**Power grid**

Pins as bars on the die edge.
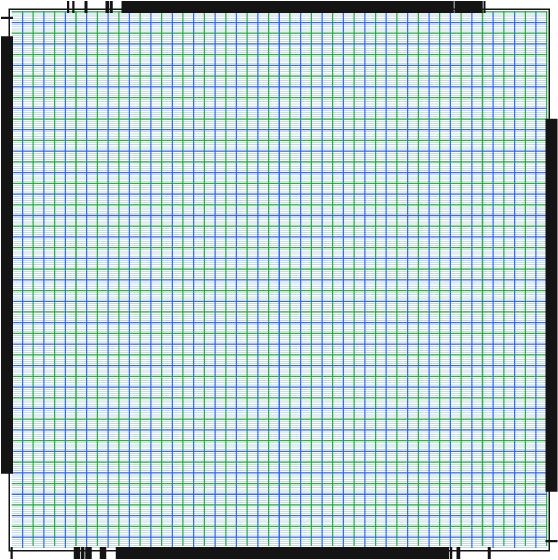
**Placed standard cells**

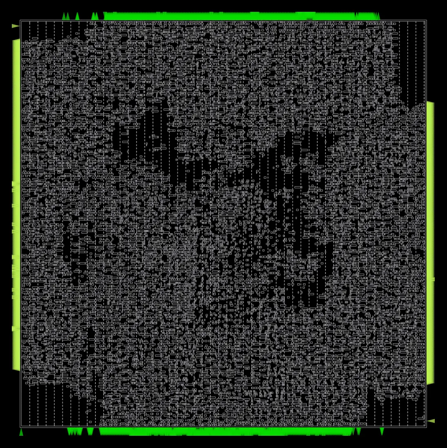
<file path="src/rtl/dsp_chain_3_fp16_sop2_operand_loader.sv">
// rtl/dsp_chain_3_fp16_sop2_operand_loader.sv - lane operand loader assembling LANES words into one bank word (optional partial-word flush: DSP_CHAIN_OPERAND_FLUSH_EN)
module dsp_chain_3_fp16_sop2_operand_loader #(
    parameter int  LANES  = 8,
    parameter int  LANE_W = 192,
    localparam int CW     = $clog2(LANES)
) (
    input  logic                    clk,
    input  logic                    reset,
    input  logic [LANE_W-1:0]       in_data,
    input  logic                    in_valid,
    output logic                    in_ready,
    input  logic                    flush,
    output logic [LANES*LANE_W-1:0] out_data,
    output logic                    out_valid,
    input  logic                    out_ready,
    output logic [CW-1:0]           lane_cnt
);

    typedef enum logic {
        FILL = 1'b0,
        LAST = 1'b1
    } state_t;

    state_t                  state;
    logic [LANES*LANE_W-1:0] assembly;
    logic [LANES*LANE_W-1:0] next_asm;
    logic [LANES*LANE_W-1:0] load_word;
    logic [CW:0]             fill;
    logic [CW-1:0]           next_cnt;
    logic                    accept;
    logic                    load;
    logic                    stall;

`ifdef DSP_CHAIN_OPERAND_FLUSH_EN
    logic flush_pend;
    logic flush_pend_next;
    logic flush_req;
    logic has_data;
    logic out_free;
`else
    logic unused_flush;
    assign unused_flush = flush;
`endif

    // State is a decoded view of the lane counter: LAST when the next accept completes a word
    always_comb begin
        state = (lane_cnt == CW'(LANES - 1)) ? LAST : FILL;
    end

    // Only the completing accept waits for the output register; a pending flush holds off new lanes
    assign stall = (state == LAST) && out_valid && !out_ready;
`ifdef DSP_CHAIN_OPERAND_FLUSH_EN
    assign in_ready = !stall && !flush_pend;
`else
    assign in_ready = !stall;
`endif

    // Datapath: merge the incoming lane into the assembly, then zero every lane not yet filled
    always_comb begin
        accept   = in_valid && in_ready;
        next_asm = assembly;
        if (accept) begin
            next_asm[lane_cnt*LANE_W +: LANE_W] = in_data;
        end
        fill      = {1'b0, lane_cnt} + {{CW{1'b0}}, accept};
        load_word = '0;
        for (int i = 0; i < LANES; i++) begin
            if (i < int'(fill)) begin
                load_word[i*LANE_W +: LANE_W] = next_asm[i*LANE_W +: LANE_W];
            end
        end
    end

    // Next-state: decide whether a word launches this edge and advance or rewind the lane counter
    always_comb begin
`ifdef DSP_CHAIN_OPERAND_FLUSH_EN
        flush_req       = flush || flush_pend;
        out_free        = !out_valid || out_ready;
        has_data        = (lane_cnt != '0) || accept;
        load            = (accept && (state == LAST)) || (flush_req && has_data && out_free);
        flush_pend_next = flush_req && has_data && !load;
`else
        load = accept && (state == LAST);
`endif
        next_cnt = lane_cnt;
        if (load) begin
            next_cnt = '0;
        end else if (accept) begin
            next_cnt = lane_cnt + CW'(1);
        end
    end

    // Registers: assembly buffer, lane counter and the output word with its full flag
    always_ff @(posedge clk or negedge reset) begin
        if (!reset) begin
            assembly  <= '0;
            lane_cnt  <= '0;
            out_data  <= '0;
            out_valid <= 1'b0;
`ifdef DSP_CHAIN_OPERAND_FLUSH_EN
            flush_pend <= 1'b0;
`endif
        end else begin
            assembly <= next_asm;
            lane_cnt <= next_cnt;
            if (load) begin
                out_data <= load_word;
            end
            out_valid <= load || (out_valid && !out_ready);
`ifdef DSP_CHAIN_OPERAND_FLUSH_EN
            flush_pend <= flush_pend_next;
`endif
        end
    end

endmodule

</file>
<file path="config.mk">
export PLATFORM = sky130hd
export DESIGN_NAME = dsp_chain_3_fp16_sop2_operand_loader
export DESIGN_NICKNAME = d
export VERILOG_FILES = /design/src/rtl/dsp_chain_3_fp16_sop2_operand_loader.sv
export SDC_FILE = /design/constraint.sdc
export NUM_CORES = 2
export LEC_CHECK = 0
export CORE_AREA = 2 2 681 683
export DETAILED_ROUTE_END_ITERATION = 8
export DIE_AREA = 0 0 683 685
export GPL_TIMING_DRIVEN = 0
export PLACE_DENSITY_LB_ADDON = 0.08
export SLEW_MARGIN = 20
export SYNTH_ARGS = -nofsm -noshare
export SYNTH_HDL_FRONTEND = slang
export SYNTH_SLANG_ARGS = --single-unit
</file>
<file path="constraint.sdc">
create_clock -name clk -period 5.77 [get_ports clk]
set_input_delay 1.154 -clock clk [delete_from_list [all_inputs] [get_ports clk]]
set_output_delay 1.154 -clock clk [all_outputs]
set_load 0.02 [all_outputs]
</file>
==> out/qor.yml <==
antenna_left: 0
synth_warnings: 0
slew_headroom_pct: 7.95
syn_inst: 12300
grt-ovfl-total: 0
startpoint_type: "flop"
cts_resized: 183
fp_nets: 12500
vias: 115000
drv_slew: 0
dp_slack_ns: -4.35
async_flop_share_pct: 100
hold_path_depth: 2
fin_ws_ns: -0.169
instances_no_fill: 21300
regArea_um2: 77000
failed_checks: "negative setup slack"
finalSetupViolations: 92
worstSetupPathType: "reg -> reg"
grt_pass1_vias: 112000
worstPathArrival_ns: 6.78
synth_chip_area_um2: 129000
max_stage_delay_ns: 0.91
wl_per_cell_um: 39.6
clock_latency_ns: 1.03
p_leak_nw: 76.7
dominant_cells: "flip-flops and latches"
initialDrtViolationCount: 11700
wl_mm: 842
cell_internal_pwr_mw: 63.5
drc_errors: 0
rrSetupSlack_ns: -0.17
pwr-share-seq_pct: 27.0
initCoreUtil_pct: 27.9
seq_power_mw: 33.8
p_clk_share_pct: 19.5
crit_path_max_fanout: 11
bufAreaShareNonClock_pct: 15.3
worstRegToRegCells: 14
critical_path.endpoint: "out_data[1445]$_DFFE_PN0P_"
cts_tree: "yes"
topCellsByArea: "dfrtp_1, nand2_1, a22o_1"
synth_area_per_cell_um2: 10.4
yosys_cells: 12300
post-route-period-util_pct: 103
placedCellCount: 20500
logic_gates: 7830
dr.pass1.iters: 7
synthFlopType: "dfrtp_1"
nWellTaps: 6174
worstHoldPathType: "reg -> reg"
clock_power_mw: 24.5
nets: 14900
critPathTopFamily: "buffers and inverters"
layout_top_cell: "dfrtp_1"
buffers: 3077
layout_top_cells: "dfrtp_1, nand2_1, clkdlybuf4s50_1, nor2_1, o21ai_0"
p_switching_mw: 61.7
status: "complete, but fails checks"
dp_hpwl_mm: 672
ys_seq_share_pct: 59.9
post_synth_num_cell_types: 74
n_antenna_cell: 119
max_freq_mhz: 168
cts_buffers: 368
ys_seq_elements: 3076
inv_count: 351
cts_hold_buf: 1
power-top-group: "combinational logic"
rsz0062_at_grt: "true"
slowest_stage: "a211oi_2"
Back to the opening pictures, 'power grid':
legend:
  VDD:
    color: green
  VSS:
    color: blue
signal pins: 1,738
rows: 250
met5 straps: 50
met1 rails: 251
met4 straps: 50
core area: 461,000 µm²
Die Wd: 683 µm
IR Drop Worst-Case VDD: 825 µV

Back to the opening pictures, 'placed standard cells':
Layout fillers: 46,700
Flop Count: 3,076
Final Util: 37.5%

-- cell families (layout without fill, tap and decap cells) --
kind of cell | count (synthesis) | count (layout) | share of synthesized area (%)
simple gates | 3913 | 3913 | 13.4
compound gates | 3521 | 3521 | 19.1
flops | 3076 | 3076 | 59.9
buf+inv | 1413 | 4088 | 4.27
mux | 376 | 376 | 3.12
fa+ha+maj | 11 | 11 | 0.113
xor+xnor | 9 | 9 | 0.0730
other cells | 0 | 119 | 0
-- per-layer routing --
metal  global-route usage (%)  vias up  part of all wire (%)
met1                     42.6    59400                    39
li1                         -    48600                     -
met4                     23.7       52                   8.0
met2                     53.2     5216                    44
met5                        0        -                 0.039
met3                     10.7     1578                   8.9
-- synthesized netlist by cell type, drive strengths merged (6+ instances only) --
cell type / number
o22ai: 101
nor2: 868
nor4: 8
dfrtp: 3076
and3: 130
buf: 215
a21oi: 570
nand2b: 6
o211a: 40
a211oi: 90
a31oi: 20
o31ai: 278
xnor2: 7
mux2i: 175
o311ai: 251
or4: 6
o22a: 15
clkbuf: 847
mux2: 201
nand4: 7
a32o: 43
a221oi: 108
nor2b: 113
a32oi: 45
inv: 350
nor3: 83
nand3: 405
nand2: 1853
a22oi: 125
o21ai: 944
ha: 10
or3: 70
o211ai: 81
a211o: 7
a21o: 66
or2: 96
o21a: 36
o221ai: 21
and2: 173
a21boi: 14
a22o: 658
nand3b: 91
-- metrics by stage --
step | utilization, % | area (µm²) | setup TNS, ns | power [mW] | hold WS [ns]
floorplan | - | 129000 | 0 | 59.7 | 0.432
global placement | 33.3 | 154000 | - | 94.3 | 0.446
detailed placement | 34.6 | 160000 | -8146.54 | 98.9 | 0.449
CTS | 37.5 | 173000 | 0 | 124 | 0.463
global route | 37.5 | 173000 | -0.0173 | 129 | 0.486
finish | 37.5 | 173000 | -2.56 | 125 | 0.462
Power figures rest on the tool's default switching activity, not on a simulated workload.
